==> config.mk <==
export PLATFORM = sky130hd
export DESIGN_NAME = hazard_ctrl
export DESIGN_NICKNAME = d
export VERILOG_FILES = /design/src/rtl/hazard_ctrl.sv
export SDC_FILE = /design/constraint.sdc
export NUM_CORES = 1
export LEC_CHECK = 0
export CORE_UTILIZATION = 42
export DETAILED_ROUTE_END_ITERATION = 8
export PLACE_DENSITY_LB_ADDON = 0.25
export SLEW_MARGIN = 10
export SYNTH_ARGS = -nofsm -noshare
export SYNTH_HDL_FRONTEND = slang
export SYNTH_SLANG_ARGS = --single-unit
==> constraint.sdc <==
create_clock -name clk -period 1.8 [get_ports clk]
set_input_delay 0.18 -clock clk [delete_from_list [all_inputs] [get_ports clk]]
set_output_delay 0.18 -clock clk [all_outputs]
set_load 0.01 [all_outputs]
==> src/rtl/hazard_ctrl.sv <==
// -----------------------------------------------------------------------------
// hazard_ctrl
//
// Pipeline hazard and sequencing controller for the five-stage core. Each cycle
// it decides whether the PC and the F/D, D/E, E/M, M/W pipeline registers
// update, hold or flush. It resolves data-memory wait states, taken-branch
// redirects and load-use hazards, in that priority order.
//
// Optional feature macro: HAZARD_PERF_CNT_EN
//   defined   -> stall_cycles / flush_count performance counters are present
//   undefined -> those ports and counters are absent
//
// Ports:
//   clk              core clock, all state updates on its rising edge
//   reset            synchronous, active-low
//   id_rs1/id_rs2    source registers of the ID instruction
//   id_uses_rs1/2    ID instruction actually reads rs1 / rs2
//   ex_rd            destination register of the EX instruction
//   ex_mem_read      EX instruction is a load
//   ex_branch_taken  EX instruction redirects the PC
//   mem_req          MEM instruction accesses data memory
//   mem_ready        data memory completes the access this cycle
//   pc_hold          1 = PC keeps its value
//   fd/de/em_write   1 = stage register holds
//   fd/de/mw_flush   1 = stage register loads a bubble
//   mem_timeout      sticky error flag, cleared only by reset
//   dbg_state        current FSM state (0 = RUN, 1 = MEM_WAIT)
//   stall_cycles     cycles with pc_hold = 1 outside reset   (macro only)
//   flush_count      taken-branch flushes                    (macro only)
//
// Handshake: the memory side is a plain valid/ready pair. An access is
// outstanding while mem_req = 1 and mem_ready = 0; it completes in the cycle
// both are 1. mem_req must stay asserted until that cycle.
// -----------------------------------------------------------------------------
`timescale 1ns/1ps

module hazard_ctrl #(
  parameter int REG_ADDR_W  = 5,
  parameter int MEM_TIMEOUT = 255,
  parameter int PERF_W      = 32
) (
  input  logic                  clk,
  input  logic                  reset,
  input  logic [REG_ADDR_W-1:0] id_rs1,
  input  logic [REG_ADDR_W-1:0] id_rs2,
  input  logic                  id_uses_rs1,
  input  logic                  id_uses_rs2,
  input  logic [REG_ADDR_W-1:0] ex_rd,
  input  logic                  ex_mem_read,
  input  logic                  ex_branch_taken,
  input  logic                  mem_req,
  input  logic                  mem_ready,
  output logic                  pc_hold,
  output logic                  fd_write,
  output logic                  de_write,
  output logic                  em_write,
  output logic                  fd_flush,
  output logic                  de_flush,
  output logic                  mw_flush,
  output logic                  mem_timeout,
  output logic                  dbg_state
`ifdef HAZARD_PERF_CNT_EN
  ,
  output logic [PERF_W-1:0]     stall_cycles,
  output logic [PERF_W-1:0]     flush_count
`endif
);

  localparam int CNT_W = $clog2(MEM_TIMEOUT + 1);

  if (MEM_TIMEOUT < 1 || PERF_W < 1) begin : g_bad_param
    $error("hazard_ctrl: MEM_TIMEOUT and PERF_W must be at least 1");
  end

  typedef enum logic {
    ST_RUN      = 1'b0,
    ST_MEM_WAIT = 1'b1
  } state_t;

  state_t           r_state;
  logic [CNT_W-1:0] r_cnt;
  logic             r_mem_timeout;

  logic             w_wait;
  logic             w_load_use;
  logic             w_branch_flush;
  logic [CNT_W-1:0] w_cnt_inc;

  // ---------------------------------------------------------------------------
  // Hazard conditions
  // ---------------------------------------------------------------------------
  assign w_wait = mem_req && !mem_ready;

  // x0 is hard-wired zero, so a load targeting it can never create a hazard.
  assign w_load_use = ex_mem_read && (ex_rd != '0) &&
                      ((id_uses_rs1 && (id_rs1 == ex_rd)) ||
                       (id_uses_rs2 && (id_rs2 == ex_rd)));

  assign w_branch_flush = reset && !w_wait && ex_branch_taken;

  // Saturating increment of the timeout counter.
  assign w_cnt_inc = (r_cnt == CNT_W'(MEM_TIMEOUT)) ? r_cnt : r_cnt + 1'b1;

  // ---------------------------------------------------------------------------
  // Pipeline control outputs: purely combinational, priority
  // reset > wait > branch > load-use > normal. The outputs do not depend on
  // the FSM state: a branch or load-use seen during MEM_WAIT stays frozen in
  // the held stages and is serviced naturally on the exit cycle.
  // ---------------------------------------------------------------------------
  always_comb begin
    pc_hold  = 1'b0;
    fd_write = 1'b0;
    de_write = 1'b0;
    em_write = 1'b0;
    fd_flush = 1'b0;
    de_flush = 1'b0;
    mw_flush = 1'b0;
    if (!reset) begin
      pc_hold  = 1'b1;
      fd_flush = 1'b1;
      de_flush = 1'b1;
      mw_flush = 1'b1;
    end else if (w_wait) begin
      // Freeze everything up to MEM, drain a bubble into WB.
      pc_hold  = 1'b1;
      fd_write = 1'b1;
      de_write = 1'b1;
      em_write = 1'b1;
      mw_flush = 1'b1;
    end else if (ex_branch_taken) begin
      // Squash the two wrong-path instructions in F/D and D/E.
      fd_flush = 1'b1;
      de_flush = 1'b1;
    end else if (w_load_use) begin
      // Hold PC and F/D for one cycle and send a bubble into EX.
      pc_hold  = 1'b1;
      fd_write = 1'b1;
      de_flush = 1'b1;
    end
  end

  assign mem_timeout = reset && r_mem_timeout;
  assign dbg_state   = (r_state == ST_MEM_WAIT);

  // ---------------------------------------------------------------------------
  // FSM with timeout counter. The counter counts cycles spent in MEM_WAIT and
  // saturates at MEM_TIMEOUT; the FSM keeps waiting after a timeout.
  // ---------------------------------------------------------------------------
  always_ff @(posedge clk) begin
    if (!reset) begin
      r_state       <= ST_RUN;
      r_cnt         <= '0;
      r_mem_timeout <= 1'b0;
    end else begin
      case (r_state)
        ST_RUN: begin
          if (w_wait) begin
            r_state <= ST_MEM_WAIT;
            r_cnt   <= '0;
          end
        end
        ST_MEM_WAIT: begin
          r_cnt <= w_cnt_inc;
          if (w_cnt_inc == CNT_W'(MEM_TIMEOUT)) begin
            r_mem_timeout <= 1'b1;
          end
          if (!w_wait) begin
            r_state <= ST_RUN;
          end
        end
        default: begin
          r_state <= ST_RUN;
        end
      endcase
    end
  end

`ifdef HAZARD_PERF_CNT_EN
  // ---------------------------------------------------------------------------
  // Performance counters, wrapping modulo 2^PERF_W.
  // ---------------------------------------------------------------------------
  logic [PERF_W-1:0] r_stall_cycles;
  logic [PERF_W-1:0] r_flush_count;

  always_ff @(posedge clk) begin
    if (!reset) begin
      r_stall_cycles <= '0;
      r_flush_count  <= '0;
    end else begin
      if (pc_hold) begin
        r_stall_cycles <= r_stall_cycles + 1'b1;
      end
      if (w_branch_flush) begin
        r_flush_count <= r_flush_count + 1'b1;
      end
    end
  end

  assign stall_cycles = reset ? r_stall_cycles : '0;
  assign flush_count  = reset ? r_flush_count  : '0;
`endif

endmodule

io_placement.png
Pins as bars across the die edge, other pins in grey.
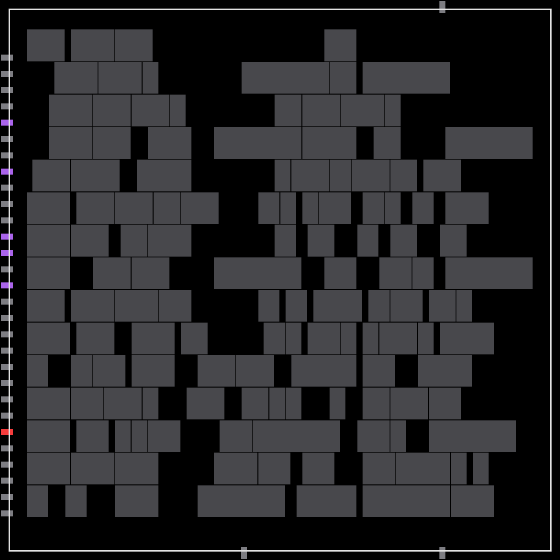
legend:
  em_write:
    colour: red
    pins: 1
    direction: output
    edge: left
  id_rs1:
    colour: purple
    pins: 5
    direction: input
    edge: left
all pins by edge: 29 left, 2 bottom, 1 top
I/O Buffers: 31
die width: 45.1 um
die height: 45.1 um

wires.png
Only two layers are drawn.
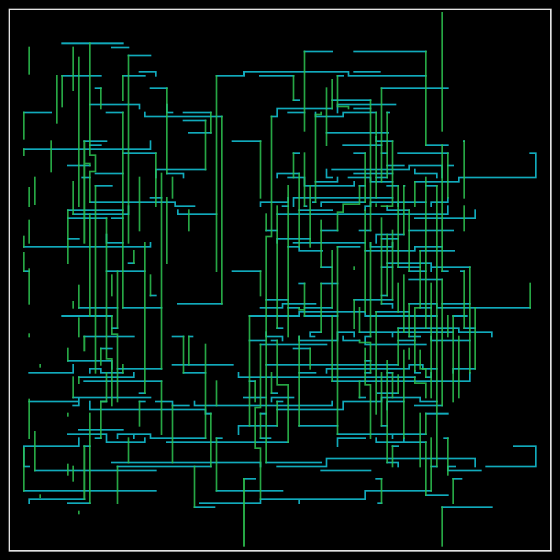
legend:
  metal 2:
    colour: green
    wire_length: 873 um
  metal 1:
    colour: cyan
    wire_length: 822 um
routed len/inst: 11.4 um
GRT Total Usage: 0.214
DR vias: 821

logic_types.png
Scale bar: 10 um.
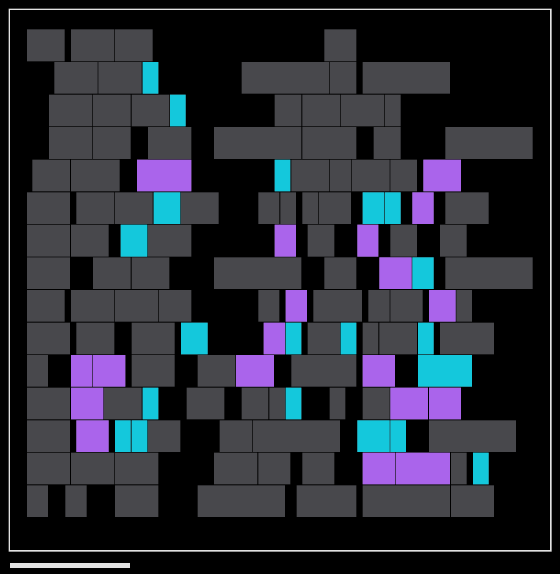
legend:
  aoi and oai cells:
    colour: purple
    cells: 19
  nand cells:
    colour: cyan
    cells: 20
logic share of the area: 0.469
Top cell excl fill/tap: clkdlybuf4s50_1
fin cells: 160

placement_by_type.png
Fill, decap, tap and diode cells in grey.
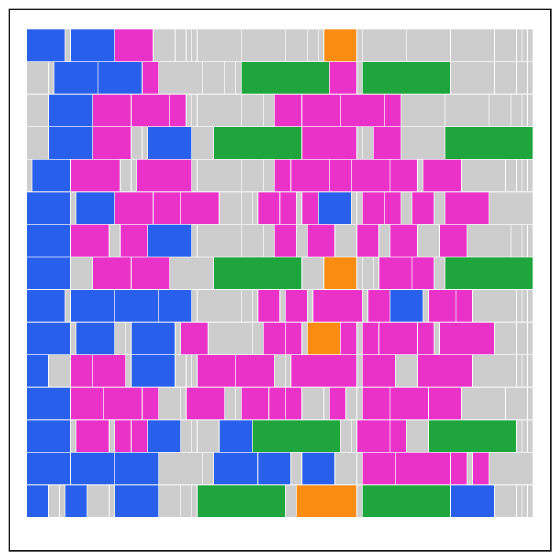
legend:
  remaining buffers and delay cells:
    colour: blue
    cells: 38
    share_of_their_area: 30%
  clock drivers and dummy loads:
    colour: orange
    cells: 4
    share_of_their_area: 3.2%
  sequential cells:
    colour: green
    cells: 10
    share_of_their_area: 17%
  combinational and other logic:
    colour: magenta
    cells: 83
    share_of_their_area: 50%
final design utilization: 0.681
std cell rows: 15
design area: 1180 sq um
core area: 1730 sq um

clocks.png
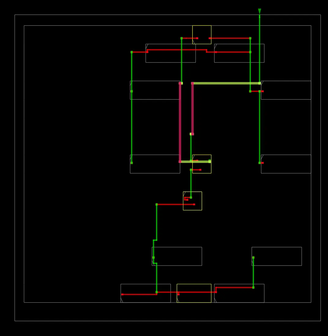
registers: 10
Clock Power: 208 uW
Latency at later pin: 0.27 ns

==> impl_metrics.toml <==
# physical design summary
[outcome]
outcome = "completed"

[clock_tree]
clkTransAtPathRegs_ns = 0.07
cts_root_buf = "clkbuf_4"
htreeDepth = 1
cts_hold_buf = 0
post_cts_buffers = 0
clock-sinks = 10
cts_tree = "built"
clk_path_buf_depth = 2
cts_made_buffers = 3

[run]
drv_cap = 0
tool_warnings = 27

[final_timing]
rsz0062_at_grt = "false"
fmax_mhz = 588
min_period_ns = 1.70
finalMaxSlewViolations = 0
hold_viol = 0
slew-limit-headroom = 0.710
setup_viol = 0
skew_ns = 0.00353
timing.hold.ws_ns = 0.458
worst_slew_pin_slew_ns = 0.430
period_used_share = 0.944

[setup_path]
reg2reg_depth = 6
crit_path_start_kind = "input pin"
arrival_ns = 1.52
reg2reg_slack_ns = 0.18
reg2reg_from = "r_cnt[0]"
cp-end-kind = "output pin"
crit_type = "input pin to output pin"
crit_path_max_fanout = 4
setup.worst_path.start = "mem_req"
required_ns = 1.62

[synthesis]
synth_cell_types = 40
ys_area_sq_um = 781
top_cell_area_share = 0.256
ys_top_cells_by_area = "dfxtp_1, xnor2_1, nand2_1, and3_1, a21oi_1"
netlist_area_sq_um = 781
largest_area_cell = "dfxtp_1"
ys_seq_frac = 0.256
syn_avg_cell_area_sq_um = 7.97
synth_cells = 98
ys_cells = 98
ys.flops = 10
syn_nets = 122
ys_warn_count = 0

[floorplan]
fp_util = 0.452
die_area_sq_um = 2040
io_pins = 32

[grt]
grt_overflow = 0
grt_pass1_wl_mm = 3.14
antenna_found_initial = 0
grt_pass1_vias = 783
grt_start_max_net_pins = 15

[cells_and_area]
layout-drive-gt1-share = 0.185
finalNetCount = 160
diodes = 0
area_growth_pct = 50.6

[power]
power.density_nw_per_um2 = 484
irDropWorstVdd_uv = 303
finalPower_uw = 569
p_leak_uw = 0.000438

[route]
routed_wl_mm = 1.82
viasPerCell = 5.13
drtIter0Drc = 8
dr.pass1.iters = 4
route.detailed.drc = 0
drtAntennaViolNets = 0

[place]
gp_congestion = 0.887
dp.cells = 156
post-dp-hpwl_mm = 1.48

[min_path]
whs_path_depth = 2
hp-class = "flop to flop"
hp-start = "r_mem_timeout"
-- worst max-delay path: stages --
cell,delay [ns]
clkdlybuf4s50_1,0.47
nor2b_2,0.16
and2_4,0.17
clkdlybuf4s50_1,0.54
-- area by class of cell --
| cell class | instances | area [sq um] |
|---|---|---|
| Sequential cell | 10 | 200 |
| Fill cell | 146 | 551 |
| Inverter | 4 | 15.0 |
| Multi-Input combinational cell | 79 | 552 |
| Clock buffer | 4 | 36.3 |
| Timing Repair Buffer | 38 | 342 |
| Tap cell | 25 | 31.3 |
-- cells by family (layout without fill, tap and decap cells) --
logic type | after synthesis | count (layout) | share of synthesized area
AND-OR/OR-AND | 21 | 21 | 0.197
XOR/XNOR | 12 | 12 | 0.135
adder cells (fa/ha/maj) | 1 | 1 | 0.0160
buffers and inverters | 9 | 46 | 0.0561
flip-flops | 10 | 10 | 0.256
multiplexers | 2 | 2 | 0.0320
AND/OR/NAND/NOR | 43 | 43 | 0.308
-- report_power, final --
part	internal, uW	total, uW	switching (uW)
sequential	223	225	2.08
clock	123	208	84.9
combinational	83.9	136	52.1
total	430	569	139
-- synth_stat cells, drive strengths merged --
cell	number
or4	1
nand3b	1
nand3	2
and2	2
nor2	4
nor2b	3
o211ai	2
ha	1
o221ai	1
and4	1
a211oi	2
o2111a	1
a31oi	1
o22ai	1
nor3	5
o21bai	2
buf	3
dfxtp	10
o21ai	2
xnor2	12
nand2	13
o22a	1
nor3b	1
a21oi	6
inv	4
nand4	3
nand2b	1
mux2	1
a21boi	1
clkbuf	2
and3	5
or3	1
mux2i	1
o31ai	1
-- cell usage in the layout (no fill, tap or decap), types with 3 or more instances in the layout --
cell / instances
buf_2: 3
dlygate4sd2_1: 5
and3_1: 5
xnor2_1: 12
buf_4: 7
a21oi_1: 5
nand2_1: 13
nor3_1: 4
dfxtp_1: 10
clkbuf_4: 3
clkdlybuf4s50_1: 23
nor2_1: 4
inv_1: 4
-- registers in the layout, indices dropped and copies added, names as in the netlist --
name and flops:
r_mem_timeout 1, r_cnt 8, dbg_state 1
-- per-stage QoR --
stage	cell area (sq um)	TNS (ns)	util	setup slack (ns)
2_1_floorplan	781	0	-	0.206
3_3_place_gp	1150	-1.20	0.664	-0.409
3_5_place_dp	1150	-1.25	0.664	-0.427
4_1_cts	1170	-0.00130	0.680	-0.00130
5_1_grt	1180	0	0.681	0.0203
6_report	1180	0	0.681	0.100
-- path summary, 6_finish.rpt --
| check | to |
|---|---|
| worst max register to register | r_cnt[0] |
| worst max-delay path | de_write |
| worst min register to register | r_mem_timeout |
| worst min-delay path | r_mem_timeout |
-- repair_timing --
item	in CTS	in global routing
pin swaps	3	2
resized	17	4
endpoints found under the setup margin	3	4
endpoints found under the hold margin	0	0
-- routing by layer --
layer | GRT usage | routed length, um | up-vias
met5 | 0 | 0 | -
met4 | 0.0909 | 19 | 0
met3 | 0.0240 | 109 | 4
met2 | 0.383 | 873 | 41
met1 | 0.256 | 821 | 350
li1 | - | - | 426
Power figures rest on the tool's default switching activity, not on a simulated workload.
